--- config.mk ---
export PLATFORM = sky130hd
export DESIGN_NAME = hit_lives_manager_flat
export DESIGN_NICKNAME = d
export VERILOG_FILES = /design/src/rtl/hit_lives_if.sv /design/src/rtl/hit_lives_manager.sv /design/src/flat_wrapper.sv
export SDC_FILE = /design/constraint.sdc
export NUM_CORES = 1
export LEC_CHECK = 0
export ABC_AREA = 1
export CAP_MARGIN = 20
export CORE_ASPECT_RATIO = 0.7
export CORE_UTILIZATION = 40
export CTS_CLUSTER_SIZE = 10
export DETAILED_ROUTE_END_ITERATION = 8
export SYNTH_ARGS = -nofsm -noshare
export SYNTH_HDL_FRONTEND = slang
export SYNTH_SLANG_ARGS = --single-unit
--- constraint.sdc ---
create_clock -name clk -period 3.3 [get_ports clk]
set_input_delay 0.495 -clock clk [delete_from_list [all_inputs] [get_ports clk]]
set_output_delay 0.495 -clock clk [all_outputs]
set_load 0.02 [all_outputs]
--- src/rtl/hit_lives_if.sv ---
// hit_lives_if
// Groups the frame/hit/restart inputs and the lives/visibility outputs of the
// hit and lives manager into one bundle.
//   master : driven by the game controller side (frame strobe, hit, restart),
//            observes lives and player state.
//   slave  : the hit_lives_manager itself.
// Signals:
//   startOfFrame    : one-cycle pulse at each frame start
//   hit_pulse       : one-cycle collision pulse, at most one per frame
//   restart         : one-cycle new-game request
//   lives           : remaining lives
//   invulnerable    : high during the post-hit window
//   player_visible  : draw enable for the player sprite
//   game_over       : level, high while the game is over
//   life_lost_pulse : one-cycle pulse per accepted hit
//   game_over_pulse : one-cycle pulse on entry to game over
interface hit_lives_if #(
  parameter int LIVES_W = 3
);
  logic               startOfFrame;
  logic               hit_pulse;
  logic               restart;
  logic [LIVES_W-1:0] lives;
  logic               invulnerable;
  logic               player_visible;
  logic               game_over;
  logic               life_lost_pulse;
  logic               game_over_pulse;

  modport master (
    output startOfFrame,
    output hit_pulse,
    output restart,
    input  lives,
    input  invulnerable,
    input  player_visible,
    input  game_over,
    input  life_lost_pulse,
    input  game_over_pulse
  );

  modport slave (
    input  startOfFrame,
    input  hit_pulse,
    input  restart,
    output lives,
    output invulnerable,
    output player_visible,
    output game_over,
    output life_lost_pulse,
    output game_over_pulse
  );
endinterface

--- src/rtl/hit_lives_manager.sv ---
// hit_lives_manager
// Turns each accepted collision pulse into a life decrement, opens a
// frame-counted invulnerability window during which the player sprite blinks,
// and latches game over when the last life is lost. All outputs are registered.
// Ports:
//   clk    : system clock
//   resetN : asynchronous active-low reset
//   bus    : hit_lives_if.slave (frame strobe, hit, restart in; lives,
//            invulnerable, player_visible, game_over and pulses out)
module hit_lives_manager #(
  parameter int INIT_LIVES    = 3,
  parameter int LIVES_W       = 3,
  parameter int INVULN_FRAMES = 60,
  parameter int BLINK_FRAMES  = 4,
  parameter int CNT_W         = 8
) (
  input  logic         clk,
  input  logic         resetN,
  hit_lives_if.slave   bus
);

  localparam logic [1:0] ST_PLAYING   = 2'd0;
  localparam logic [1:0] ST_INVULN    = 2'd1;
  localparam logic [1:0] ST_GAME_OVER = 2'd2;

  localparam logic [LIVES_W-1:0] LIVES_INIT  = LIVES_W'(INIT_LIVES);
  localparam logic [LIVES_W-1:0] LIVES_ONE   = LIVES_W'(1);
  localparam logic [LIVES_W-1:0] LIVES_ZERO  = {LIVES_W{1'b0}};
  localparam logic [CNT_W-1:0]   WINDOW_LEN  = CNT_W'(INVULN_FRAMES);
  localparam logic [CNT_W-1:0]   BLINK_LAST  = CNT_W'(BLINK_FRAMES - 1);
  localparam logic [CNT_W-1:0]   CNT_ONE     = CNT_W'(1);
  localparam logic [CNT_W-1:0]   CNT_ZERO    = {CNT_W{1'b0}};

  logic [1:0]         state_r,        state_s;
  logic [LIVES_W-1:0] lives_r,        lives_s;
  logic [CNT_W-1:0]   frame_cnt_r,    frame_cnt_s;
  logic [CNT_W-1:0]   blink_cnt_r,    blink_cnt_s;
  logic               visible_r,      visible_s;
  logic               invuln_r,       invuln_s;
  logic               game_over_r,    game_over_s;
  logic               life_lost_r,    life_lost_s;
  logic               go_pulse_r,     go_pulse_s;

  // Next-state and next-output computation; restart beats hit beats frame.
  always_comb begin
    state_s     = state_r;
    lives_s     = lives_r;
    frame_cnt_s = frame_cnt_r;
    blink_cnt_s = blink_cnt_r;
    visible_s   = visible_r;
    life_lost_s = 1'b0;
    go_pulse_s  = 1'b0;

    if (bus.restart) begin
      state_s     = ST_PLAYING;
      lives_s     = LIVES_INIT;
      frame_cnt_s = CNT_ZERO;
      blink_cnt_s = CNT_ZERO;
      visible_s   = 1'b1;
    end else begin
      case (state_r)
        ST_PLAYING: begin
          // The lives_r guard keeps the counter from wrapping even if the
          // register were ever corrupted to zero while still playing.
          if (bus.hit_pulse && (lives_r != LIVES_ZERO)) begin
            life_lost_s = 1'b1;
            lives_s     = lives_r - LIVES_ONE;
            if (lives_r == LIVES_ONE) begin
              state_s    = ST_GAME_OVER;
              go_pulse_s = 1'b1;
              visible_s  = 1'b1;
            end else begin
              state_s     = ST_INVULN;
              frame_cnt_s = WINDOW_LEN;
              blink_cnt_s = CNT_ZERO;
              visible_s   = 1'b0;
            end
          end else begin
            visible_s = 1'b1;
          end
        end

        ST_INVULN: begin
          // Hits are ignored here, including one coincident with the exit
          // frame; only frame strobes advance the window.
          if (bus.startOfFrame) begin
            if (frame_cnt_r == CNT_ONE) begin
              state_s     = ST_PLAYING;
              frame_cnt_s = CNT_ZERO;
              blink_cnt_s = CNT_ZERO;
              visible_s   = 1'b1;
            end else begin
              frame_cnt_s = frame_cnt_r - CNT_ONE;
              if (blink_cnt_r == BLINK_LAST) begin
                blink_cnt_s = CNT_ZERO;
                visible_s   = ~visible_r;
              end else begin
                blink_cnt_s = blink_cnt_r + CNT_ONE;
              end
            end
          end else begin
            frame_cnt_s = frame_cnt_r;
          end
        end

        ST_GAME_OVER: begin
          visible_s = 1'b1;
        end

        default: begin
          // Unreachable encoding: recover to a safe playing state.
          state_s     = ST_PLAYING;
          frame_cnt_s = CNT_ZERO;
          blink_cnt_s = CNT_ZERO;
          visible_s   = 1'b1;
        end
      endcase
    end

    invuln_s    = (state_s == ST_INVULN);
    game_over_s = (state_s == ST_GAME_OVER);
  end

  // State and output registers with asynchronous reset.
  always_ff @(posedge clk or negedge resetN) begin
    if (!resetN) begin
      state_r     <= ST_PLAYING;
      lives_r     <= LIVES_INIT;
      frame_cnt_r <= CNT_ZERO;
      blink_cnt_r <= CNT_ZERO;
      visible_r   <= 1'b1;
      invuln_r    <= 1'b0;
      game_over_r <= 1'b0;
      life_lost_r <= 1'b0;
      go_pulse_r  <= 1'b0;
    end else begin
      state_r     <= state_s;
      lives_r     <= lives_s;
      frame_cnt_r <= frame_cnt_s;
      blink_cnt_r <= blink_cnt_s;
      visible_r   <= visible_s;
      invuln_r    <= invuln_s;
      game_over_r <= game_over_s;
      life_lost_r <= life_lost_s;
      go_pulse_r  <= go_pulse_s;
    end
  end

  assign bus.lives           = lives_r;
  assign bus.invulnerable    = invuln_r;
  assign bus.player_visible  = visible_r;
  assign bus.game_over       = game_over_r;
  assign bus.life_lost_pulse = life_lost_r;
  assign bus.game_over_pulse = go_pulse_r;

endmodule

--- src/flat_wrapper.sv ---
// flat-port wrapper written by rule: the top's interface ports become plain ports
module hit_lives_manager_flat 
#(
  parameter int INIT_LIVES    = 3,
  parameter int LIVES_W       = 3,
  parameter int INVULN_FRAMES = 60,
  parameter int BLINK_FRAMES  = 4,
  parameter int CNT_W         = 8
)
  (clk, resetN, bus_startOfFrame, bus_hit_pulse, bus_restart, bus_lives, bus_invulnerable, bus_player_visible, bus_game_over, bus_life_lost_pulse, bus_game_over_pulse);
  hit_lives_if #(.LIVES_W(LIVES_W)) bus_i ();
  input  logic clk;
  input  logic resetN;
  input wire logic [$bits(bus_i.startOfFrame)-1:0] bus_startOfFrame;
  input wire logic [$bits(bus_i.hit_pulse)-1:0] bus_hit_pulse;
  input wire logic [$bits(bus_i.restart)-1:0] bus_restart;
  output wire logic [$bits(bus_i.lives)-1:0] bus_lives;
  output wire logic [$bits(bus_i.invulnerable)-1:0] bus_invulnerable;
  output wire logic [$bits(bus_i.player_visible)-1:0] bus_player_visible;
  output wire logic [$bits(bus_i.game_over)-1:0] bus_game_over;
  output wire logic [$bits(bus_i.life_lost_pulse)-1:0] bus_life_lost_pulse;
  output wire logic [$bits(bus_i.game_over_pulse)-1:0] bus_game_over_pulse;
  assign bus_i.startOfFrame = bus_startOfFrame;
  assign bus_i.hit_pulse = bus_hit_pulse;
  assign bus_i.restart = bus_restart;
  assign bus_lives = bus_i.lives;
  assign bus_invulnerable = bus_i.invulnerable;
  assign bus_player_visible = bus_i.player_visible;
  assign bus_game_over = bus_i.game_over;
  assign bus_life_lost_pulse = bus_i.life_lost_pulse;
  assign bus_game_over_pulse = bus_i.game_over_pulse;
  hit_lives_manager #(.INIT_LIVES(INIT_LIVES), .LIVES_W(LIVES_W), .INVULN_FRAMES(INVULN_FRAMES), .BLINK_FRAMES(BLINK_FRAMES), .CNT_W(CNT_W)) u_core (.clk(clk), .resetN(resetN), .bus(bus_i));
endmodule
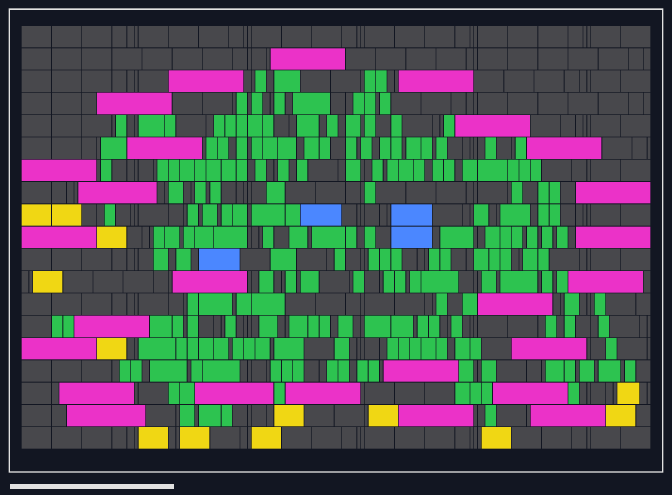
*Placed cells, one colour a class*
Scale bar: 20 um. Fill, decap, tap and diode cells in grey.
Blue is clock drivers and dummy loads, cells 4, share of their area 3.0%. Yellow is other buffers and delay cells, cells 13, share of their area 7.0%. Green is all other logic, cells 203, share of their area 54%. Magenta is flip-flops, cells 26, share of their area 36%.
final core utilization: 47.7%
Seq/total area: 34.5%
row cnt: 19

==> impl_metrics.py <==
# Auto-generated metrics
metrics = {
    "outcome": {
        "status": "complete, no violations",
    },
    "routing": {
        "wire_per_inst_um": 11.9,
        "ant_nets": 0,
        "drc": 0,
        "vias": 1411,
    },
    "clock_network": {
        "cts_num_sinks": 26,
        "cts_max_level": 1,
        "cts_inserted_buffers": 3,
    },
    "final_timing": {
        "fin_ws_ns": 1.28,
        "fin_tns_setup_ns": 0,
        "finalSetupViolCount": 0,
        "finalCriticalPeriod_ns": 2.02,
        "finalCritPeriodShare_pct": 61.1,
    },
    "worst_setup_path": {
        "timing_worst_setup_path_type": "in -> reg",
        "cp-startpoint": "bus_restart",
        "reg2reg_depth": 10,
        "rr_startpoint": "u_core.bus.lives[0]$_DFFE_PN1P_",
        "cp_max_fo": 15,
        "endpoint": "u_core.blink_cnt_r[5]$_DFFE_PN0P_",
    },
    "finish": {
        "design_area_um2": 1890,
        "drive_gt1_share_pct": 12.2,
        "antenna-diode-count": 0,
    },
    "placed_design": {
        "place_inst": 294,
        "place.gp.congestion": 0.852,
    },
    "synth": {
        "yosysUniqueCellTypes": 27,
        "top_cells_by_area": "dfrtp_1 (34%), nand2_1 (14%), nor2_1 (8.5%)",
        "ys_seq_share_pct": 38.9,
        "top_area_cell": "dfrtp_1",
        "synth_area_per_cell_um2": 7.26,
    },
    "global_routing": {
        "met1_usage_pct": 30.9,
        "met2_usage_pct": 20.8,
        "grt_max_degree": 27,
        "grt_pass1_vias": 1244,
    },
    "power": {
        "p_total_w": 0.00108,
    },
    "floorplan": {
        "ios": 13,
        "die_w_um": 79.6,
        "fp-utilization_pct": 42.4,
    },
    "hold_path": {
        "hold_path_class": "reg -> reg",
    },
    "job": {
        "drv_cap": 0,
    },
}
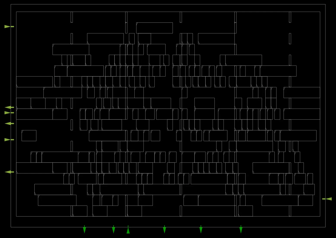
*Cell placement*
post-route insts no fill: 298
tap cells: 52
core region area: 3970 um2
fill count: 401
Flop Count: 26

[flip-flops by register name, summed over array words and instances (netlist names)]
register                    cells
u_core.blink_cnt_r              8
u_core.bus.game_over            1
u_core.bus.game_over_pulse      1
u_core.bus.invulnerable         1
u_core.bus.life_lost_pulse      1
u_core.bus.lives                3
u_core.bus.player_visible       1
u_core.frame_cnt_r              8
u_core.state_r                  2
[placed cells by master, fill, tap and decap left out]
master           synthesis  layout
o21ai_2                  2       2
a21oi_2                  1       1
nand3b_1                 2       2
o21bai_1                 1       1
clkdlybuf4s50_1          0      12
clkbuf_8                 0       4
inv_1                   29      29
nor3_1                   1       1
nand4_1                  1       1
dfstp_2                  3       3
nor2_4                   4       4
nand2_2                  5       5
dfrtp_1                 23      23
inv_6                    1       1
buf_4                    0       1
inv_2                    2       2
nand2_4                  2       2
nor2_2                   1       1
inv_4                    1       1
o21ai_0                 11      11
a22oi_1                  2       2
nand2_1                 61      61
nand3_1                 23      23
nor2_1                  38      38
nand3_2                  3       3
xnor2_1                  1       1
ha_1                     6       6
a21oi_1                  5       5
[routing by layer]
metal | share of wire [%] | vias up
met5 | 0 | -
met1 | 59 | 628
met2 | 36 | 29
met4 | 0.45 | 0
met3 | 5.3 | 2
li1 | - | 752
[worst min path at each step]
stage | to | slack (ns) | cells past startpoint
floorplan | u_core.blink_cnt_r[0]$_DFFE_PN0P_ | 0.20 | 0
global placement | u_core.bus.player_visible$_DFFE_PN1P_ | 0.50 | 2
detailed placement | u_core.bus.player_visible$_DFFE_PN1P_ | 0.49 | 2
CTS | u_core.bus.player_visible$_DFFE_PN1P_ | 0.52 | 2
global route | u_core.bus.player_visible$_DFFE_PN1P_ | 0.55 | 2
finish | u_core.bus.player_visible$_DFFE_PN1P_ | 0.52 | 2
[kinds of logic after synthesis]
group | count (synthesis) | synth area share [%]
AOI/OAI and AO/OA | 22 | 7.65
xor gates and xnor gates | 1 | 0.520
adders and majority gates | 6 | 4.46
buffers and inverters | 36 | 10.0
DFF | 26 | 38.9
and+or+nand+nor | 141 | 38.5
[critical path, cell delays in order]
cell             delay [ns]
clkdlybuf4s50_1        0.73
inv_6                  0.10
nand2_2                0.10
nor2_4                 0.05
inv_4                  0.05
nand2_2                0.05
nor2_4                 0.32
nand2_1                0.16
nand2_1                0.09
nor2_1                 0.04
[report_power, final]
| part | switching (W) | internal, W |
|---|---|---|
| clock network | 0.000102 | 0.000107 |
| logic | 0.000274 | 0.000159 |
| registers | 0.0000571 | 0.000385 |
| total | 0.000432 | 0.000650 |
[synthesized netlist by cell type (all sizes together)]
master  count
xnor2       1
nand2      68
o21ai      13
ha          6
a21oi       6
buf         3
inv        33
nor2       43
dfstp       3
a22oi       2
nand3b      2
o21bai      1
nand3      26
dfrtp      23
nor3        1
nand4       1
[final cells by class]
cell class	instances	area (um2)
Clock buffer	4	55.1
Fill cell	401	2080
Inverter	33	131
Multi-Input combinational cell	170	861
Sequential cell	26	654
Tap cell	52	65.1
Timing Repair Buffer	13	128
Power figures rest on the tool's default switching activity, not on a simulated workload.
